### config.mk
export PLATFORM = sky130hd
export DESIGN_NAME = ps2_host_tx
export DESIGN_NICKNAME = d
export VERILOG_FILES = /design/src/rtl/ps2_host_tx.sv
export SDC_FILE = /design/constraint.sdc
export NUM_CORES = 1
export LEC_CHECK = 0
export ABC_AREA = 1
export CORE_UTILIZATION = 30
export DETAILED_ROUTE_END_ITERATION = 7
export GPL_TIMING_DRIVEN = 0
export PLACE_DENSITY = 0.53
export SYNTH_ARGS = -nofsm -noshare
export SYNTH_HDL_FRONTEND = slang
export SYNTH_SLANG_ARGS = --single-unit
### constraint.sdc
create_clock -name i_clk -period 4.05 [get_ports i_clk]
set_input_delay 0.405 -clock i_clk [delete_from_list [all_inputs] [get_ports i_clk]]
set_output_delay 0.405 -clock i_clk [all_outputs]
set_load 0.05 [all_outputs]
### src/rtl/ps2_host_tx.sv
// ps2_host_tx: host-to-device PS/2 command transmitter driving open-collector clock/data enables.
// Optional PS2_TX_RETRY_EN: resend the latched frame up to two more times before reporting an error.
module ps2_host_tx #(
    parameter int CLK_HZ     = 50_000_000,
    parameter int INHIBIT_US = 100,
    parameter int TIMEOUT_US = 15_000
) (
    input  logic       i_clk,
    input  logic       i_rst_n,
    input  logic [7:0] i_tx_data,
    input  logic       i_tx_valid,
    output logic       o_tx_ready,
    input  logic       i_ps2_clk_in,
    input  logic       i_ps2_dat_in,
    output logic       o_ps2_clk_oe,
    output logic       o_ps2_dat_oe,
    output logic       o_rx_inhibit,
    output logic       o_tx_done,
    output logic       o_tx_err
);
    localparam longint INH_L   = longint'(INHIBIT_US) * longint'(CLK_HZ) / 1_000_000;
    localparam longint TO_L    = longint'(TIMEOUT_US) * longint'(CLK_HZ) / 1_000_000;
    localparam int     INH_CYC = int'(INH_L);
    localparam int     TO_CYC  = int'(TO_L);
    localparam int     MAX_CYC = (INH_CYC > TO_CYC) ? INH_CYC : TO_CYC;
    localparam int     CW      = $clog2(MAX_CYC + 1);
    localparam logic [CW-1:0] INH_LAST = CW'(INH_CYC - 2);
    localparam logic [CW-1:0] TO_LAST  = CW'(TO_CYC - 1);
    localparam logic [CW-1:0] ONE      = CW'(1);

    typedef enum logic [2:0] {
        S_IDLE, S_INHIBIT, S_REQ, S_DATA, S_ACK, S_WAIT_IDLE, S_ERR
    } state_t;

    state_t        r_state, w_state_nxt;
    logic          r_clk_m, r_clk_s, r_clk_q, r_dat_m, r_dat_s;
    logic [CW-1:0] r_cnt, w_cnt_nxt;
    logic [3:0]    r_bitcnt, w_bitcnt_nxt;
    logic [10:0]   r_shift, w_shift_nxt;
    logic          r_clk_oe, w_clk_oe_nxt;
    logic          r_dat_oe, w_dat_oe_nxt;
    logic          r_done, w_done_nxt;
    logic          w_fall, w_timeout, w_fail;
    logic [10:0]   w_frame;
`ifdef PS2_TX_RETRY_EN
    logic [10:0]   r_frame, w_frame_nxt;
    logic [1:0]    r_retry, w_retry_nxt;
`endif

    // Start bit sits in bit 0 so the request phase drives it straight from the shifter.
    assign w_frame   = {1'b1, ~^i_tx_data, i_tx_data, 1'b0};
    assign w_fall    = r_clk_q & ~r_clk_s;
    assign w_timeout = (r_cnt == TO_LAST);

    always_comb begin
        w_state_nxt  = r_state;
        w_cnt_nxt    = r_cnt;
        w_bitcnt_nxt = r_bitcnt;
        w_shift_nxt  = r_shift;
        w_clk_oe_nxt = r_clk_oe;
        w_dat_oe_nxt = r_dat_oe;
        w_done_nxt   = 1'b0;
        w_fail       = 1'b0;
`ifdef PS2_TX_RETRY_EN
        w_frame_nxt  = r_frame;
        w_retry_nxt  = r_retry;
`endif
        case (r_state)
            S_IDLE: if (i_tx_valid) begin
                w_state_nxt  = S_INHIBIT;
                w_cnt_nxt    = '0;
                w_bitcnt_nxt = '0;
                w_shift_nxt  = w_frame;
                w_clk_oe_nxt = 1'b1;
                w_dat_oe_nxt = 1'b0;
`ifdef PS2_TX_RETRY_EN
                w_frame_nxt  = w_frame;
                w_retry_nxt  = '0;
`endif
            end
            S_INHIBIT: begin
                w_cnt_nxt = r_cnt + ONE;
                if (r_cnt == INH_LAST) begin
                    w_dat_oe_nxt = ~r_shift[0];
                    w_state_nxt  = S_REQ;
                end
            end
            S_REQ: begin
                w_clk_oe_nxt = 1'b0;
                w_cnt_nxt    = '0;
                w_state_nxt  = S_DATA;
            end
            S_DATA: if (w_timeout) w_fail = 1'b1;
            else begin
                w_cnt_nxt = r_cnt + ONE;
                if (w_fall) begin
                    w_dat_oe_nxt = ~r_shift[1];
                    w_shift_nxt  = {1'b1, r_shift[10:1]};
                    w_bitcnt_nxt = r_bitcnt + 4'd1;
                    w_state_nxt  = (r_bitcnt == 4'd9) ? S_ACK : S_DATA;
                end
            end
            S_ACK: if (w_timeout) w_fail = 1'b1;
            else begin
                w_cnt_nxt = r_cnt + ONE;
                if (w_fall) begin
                    w_fail      = r_dat_s;
                    w_state_nxt = S_WAIT_IDLE;
                end
            end
            S_WAIT_IDLE: if (w_timeout) w_fail = 1'b1;
            else begin
                w_cnt_nxt = r_cnt + ONE;
                if (r_clk_s & r_dat_s) begin
                    w_done_nxt  = 1'b1;
                    w_state_nxt = S_IDLE;
                end
            end
            S_ERR: w_state_nxt = S_IDLE;
            default: w_state_nxt = S_IDLE;
        endcase
        if (w_fail) begin
`ifdef PS2_TX_RETRY_EN
            if (r_retry == 2'd2) begin
                w_state_nxt  = S_ERR;
                w_clk_oe_nxt = 1'b0;
                w_dat_oe_nxt = 1'b0;
            end else begin
                w_retry_nxt  = r_retry + 2'd1;
                w_state_nxt  = S_INHIBIT;
                w_cnt_nxt    = '0;
                w_bitcnt_nxt = '0;
                w_shift_nxt  = r_frame;
                w_clk_oe_nxt = 1'b1;
                w_dat_oe_nxt = 1'b0;
            end
`else
            w_state_nxt  = S_ERR;
            w_clk_oe_nxt = 1'b0;
            w_dat_oe_nxt = 1'b0;
`endif
        end
    end

    // Synchronisers reset high so an idle bus never looks like a clock fall.
    always_ff @(posedge i_clk) begin
        if (!i_rst_n) begin
            r_state  <= S_IDLE;
            r_clk_m  <= 1'b1;
            r_clk_s  <= 1'b1;
            r_clk_q  <= 1'b1;
            r_dat_m  <= 1'b1;
            r_dat_s  <= 1'b1;
            r_cnt    <= '0;
            r_bitcnt <= '0;
            r_shift  <= '0;
            r_clk_oe <= 1'b0;
            r_dat_oe <= 1'b0;
            r_done   <= 1'b0;
`ifdef PS2_TX_RETRY_EN
            r_frame  <= '0;
            r_retry  <= '0;
`endif
        end else begin
            r_clk_m  <= i_ps2_clk_in;
            r_clk_s  <= r_clk_m;
            r_clk_q  <= r_clk_s;
            r_dat_m  <= i_ps2_dat_in;
            r_dat_s  <= r_dat_m;
            r_state  <= w_state_nxt;
            r_cnt    <= w_cnt_nxt;
            r_bitcnt <= w_bitcnt_nxt;
            r_shift  <= w_shift_nxt;
            r_clk_oe <= w_clk_oe_nxt;
            r_dat_oe <= w_dat_oe_nxt;
            r_done   <= w_done_nxt;
`ifdef PS2_TX_RETRY_EN
            r_frame  <= w_frame_nxt;
            r_retry  <= w_retry_nxt;
`endif
        end
    end

    assign o_tx_ready   = (r_state == S_IDLE);
    assign o_rx_inhibit = (r_state != S_IDLE);
    assign o_ps2_clk_oe = r_clk_oe;
    assign o_ps2_dat_oe = r_dat_oe;
    assign o_tx_done    = r_done;
    assign o_tx_err     = (r_state == S_ERR);
endmodule

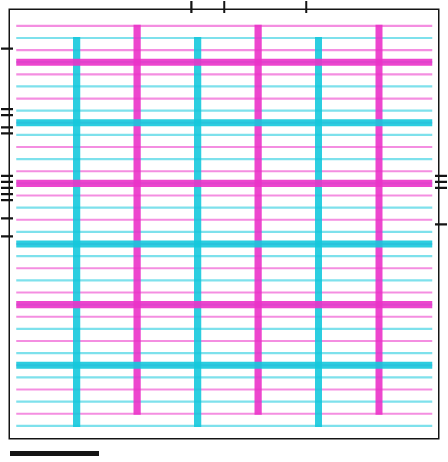
(images/pdn.png)
The bar under the picture is 20 µm long. Pins as bars on the die edge.
Magenta shows VDD. Cyan shows VSS.
The core has 33 rows. 34 met1 rails follow the rows. 6 straps on met5.
peak supply drop: 0.234 mV
Die W: 96.0 µm

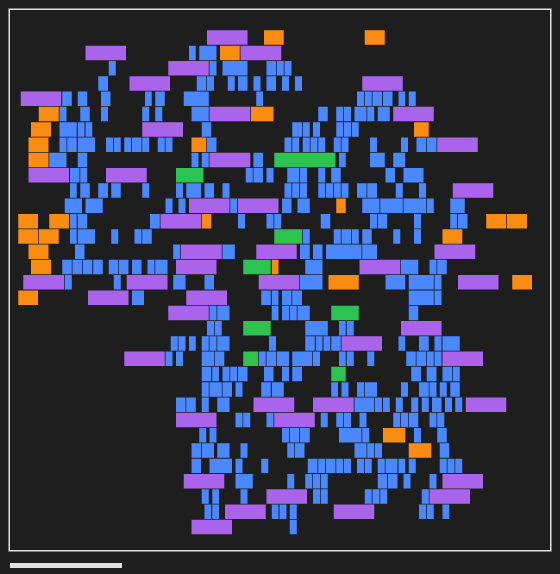
(images/cell_classes.png)
The bar under the picture is 20 µm long.
Purple shows flip-flops, cells 46. Orange shows other buffers and delay cells, cells 27. Blue shows all other logic, cells 343. Green shows clock drivers and dummy loads, cells 8.
fraction of area in registers: 29.9%
# rows: 33
final std cell area, no fill: 3080 µm²
core area: 8380 µm²
Final Core Density: 36.7%

==> results.py <==
# Generated from Yosys and OpenROAD reports
metrics = {
    "pwr": {
        "p_comb_share_pct": 49.3,
        "sw_frac_of_total_pct": 44.8,
        "power_leader": "combinational logic",
        "intPower_mw": 1.06,
        "p_leak_nw": 1.28,
        "total_power_mw": 1.92,
        "p_comb_mw": 0.947,
        "sequentialPower_mw": 0.610,
        "clkPwrFrac_pct": 18.9,
        "seqPwrFrac_pct": 31.8,
        "p_clk_mw": 0.362,
        "p_switching_mw": 0.860,
    },
    "logic_synthesis": {
        "ys_types": 35,
        "top_cells_by_area": "dfxtp_1 (35%), nand2_1 (13%), nor2_1 (7.6%)",
        "ys_chip_area_um2": 2650,
        "synth_top_area_share_pct": 34.7,
        "seq_area_frac_synth_pct": 34.7,
        "yosys_warnings": 0,
        "synth_top_cell_by_area": "dfxtp_1",
        "syn_area_um2": 2650,
        "edf_count": 0,
        "aoi_share_pct": 14.2,
        "async_flop_share_pct": 0,
        "post-synth-top-count-cell": "nand2_1",
        "synth-xor-area-share_pct": 2.64,
        "ff_type": "dfxtp_1",
        "avgSynthCellArea_um2": 6.66,
        "simple_gate_share_pct": 35.1,
        "ys_sh_mux_pct": 0,
        "ys_seq_elements": 46,
        "fp_nets": 415,
        "ys_cells": 398,
        "adder_share_pct": 1.89,
        "top_logic_kind": "simple AND/OR/NAND/NOR gates",
    },
    "worst_setup_path": {
        "rrSetupSlack_ns": 1.94,
        "cp_top_family": "buffers and inverters",
        "reg2reg_to": "r_cnt[10]",
        "end_kind": "output pin",
        "cp_cell_sequence": "inv_2 -> nand2_4 -> nor2_4 -> inv_1 -> clkdlybuf4s50_1",
        "r2r-start": "r_cnt[0]",
        "startpoint": "r_state[2]",
        "path_depth": 5,
        "worst-path-buf-inv": 3,
        "reg2reg_depth": 6,
        "cp.required_ns": 3.64,
        "cp-endpoint": "o_rx_inhibit",
        "cp-start-kind": "flop",
        "critPathKind": "flop to output pin",
        "critPathMaxFanout": 7,
        "slowest_stage": "clkdlybuf4s50_1",
        "crit_arrival_ns": 1.94,
    },
    "grt": {
        "use_met1_pct": 21.3,
        "grt-ovfl-total": 0,
        "grt_pass1_vias": 2310,
        "use_met3_pct": 2.45,
        "grt_max_degree": 16,
        "grt_pass1_wl_um": 10800,
        "met2_usage_pct": 24.2,
        "busiest_layer": "met2",
        "grt_use_total_pct": 15.2,
        "antenna_found_initial": 0,
    },
    "run_status": {
        "status": "finished clean",
    },
    "finish": {
        "stdcell_count": 529,
        "flops": 46,
        "comb_cells": 285,
        "n_clock_buffer": 5,
        "layout.cells.most_common": "nand2_1",
        "comb_area_um2": 1430,
        "buf_share_pct": 8.37,
        "nNonClkInverters": 58,
        "top_register": "r_cnt",
        "area_growth_syn_to_layout_pct": 16.0,
        "layout-drive-gt1-share_pct": 11.3,
        "largest_register_ffs": 20,
        "antenna_cells": 0,
        "buffers": 27,
        "dominant_cells": "multi-input combinational cells",
        "fillCellCount": 913,
        "clockNetworkAreaShare_pct": 3.70,
        "comb_share_pct": 46.4,
        "reg_top3": "r_cnt x20, r_shift x11, r_bitcnt x4",
        "lay_top_cells": "nand2_1 (89), nor2_1 (54), inv_1 (48)",
        "seq_area_um2": 921,
    },
    "hold_path": {
        "worstHoldStart": "r_dat_m",
        "min_to": "r_dat_s",
        "hp-class": "flop to flop",
        "holdPathStages": 1,
    },
    "floorplanning": {
        "die_area_um2": 9220,
        "io_pins": 19,
        "taps": 105,
    },
    "clocking": {
        "cts_num_sinks": 46,
        "clk_pin_slew_ns": 0.10,
        "cts-resized-gates": 0,
        "htreeDepth": 2,
        "cts_max_path_buffers": 2,
        "tritoncts": "yes",
        "cts-root-buf": "clkbuf_8",
        "numCtsBuffers": 5,
        "cts_hold_buf": 0,
        "post_cts_buffers": 0,
        "clock_latency_ns": 0.30,
    },
    "timing": {
        "fmax_mhz": 427,
        "rsz0062_at_grt": "no",
        "finalHoldViolations": 0,
        "maxSlewViolCount": 0,
        "fin_crit_ns": 2.34,
        "slew_headroom_pct": 43.8,
        "worst_pin_slew_ns": 0.836,
        "hold_slack_ns": 0.431,
        "setup_slack_ns": 1.71,
        "period_used_pct": 57.8,
        "skew_ns": 0.00904,
        "finalSetupViolCount": 0,
        "fin_tns_setup_ns": 0,
    },
    "routing": {
        "via_count": 2486,
        "dr.pass1.iters": 4,
        "routed.top_layer": "met4",
        "drtIter0Drc": 110,
        "wl_met3_um": 238,
        "drc": 0,
        "wl_met1_um": 3320,
        "met2_length_um": 2790,
        "avgRoutedWirePerCell_um": 12.1,
        "drtAntennaViolNets": 0,
        "wirelength_um": 6390,
        "via_per_inst": 4.70,
    },
    "job": {
        "cap_violations": 0,
        "warnings": 28,
    },
    "place": {
        "place.gp.congestion": 0.832,
        "place_inst": 521,
        "post-dp-hpwl_um": 4860,
        "portBuffers": 18,
    },
}
Power figures rest on the tool's default switching activity, not on a simulated workload.
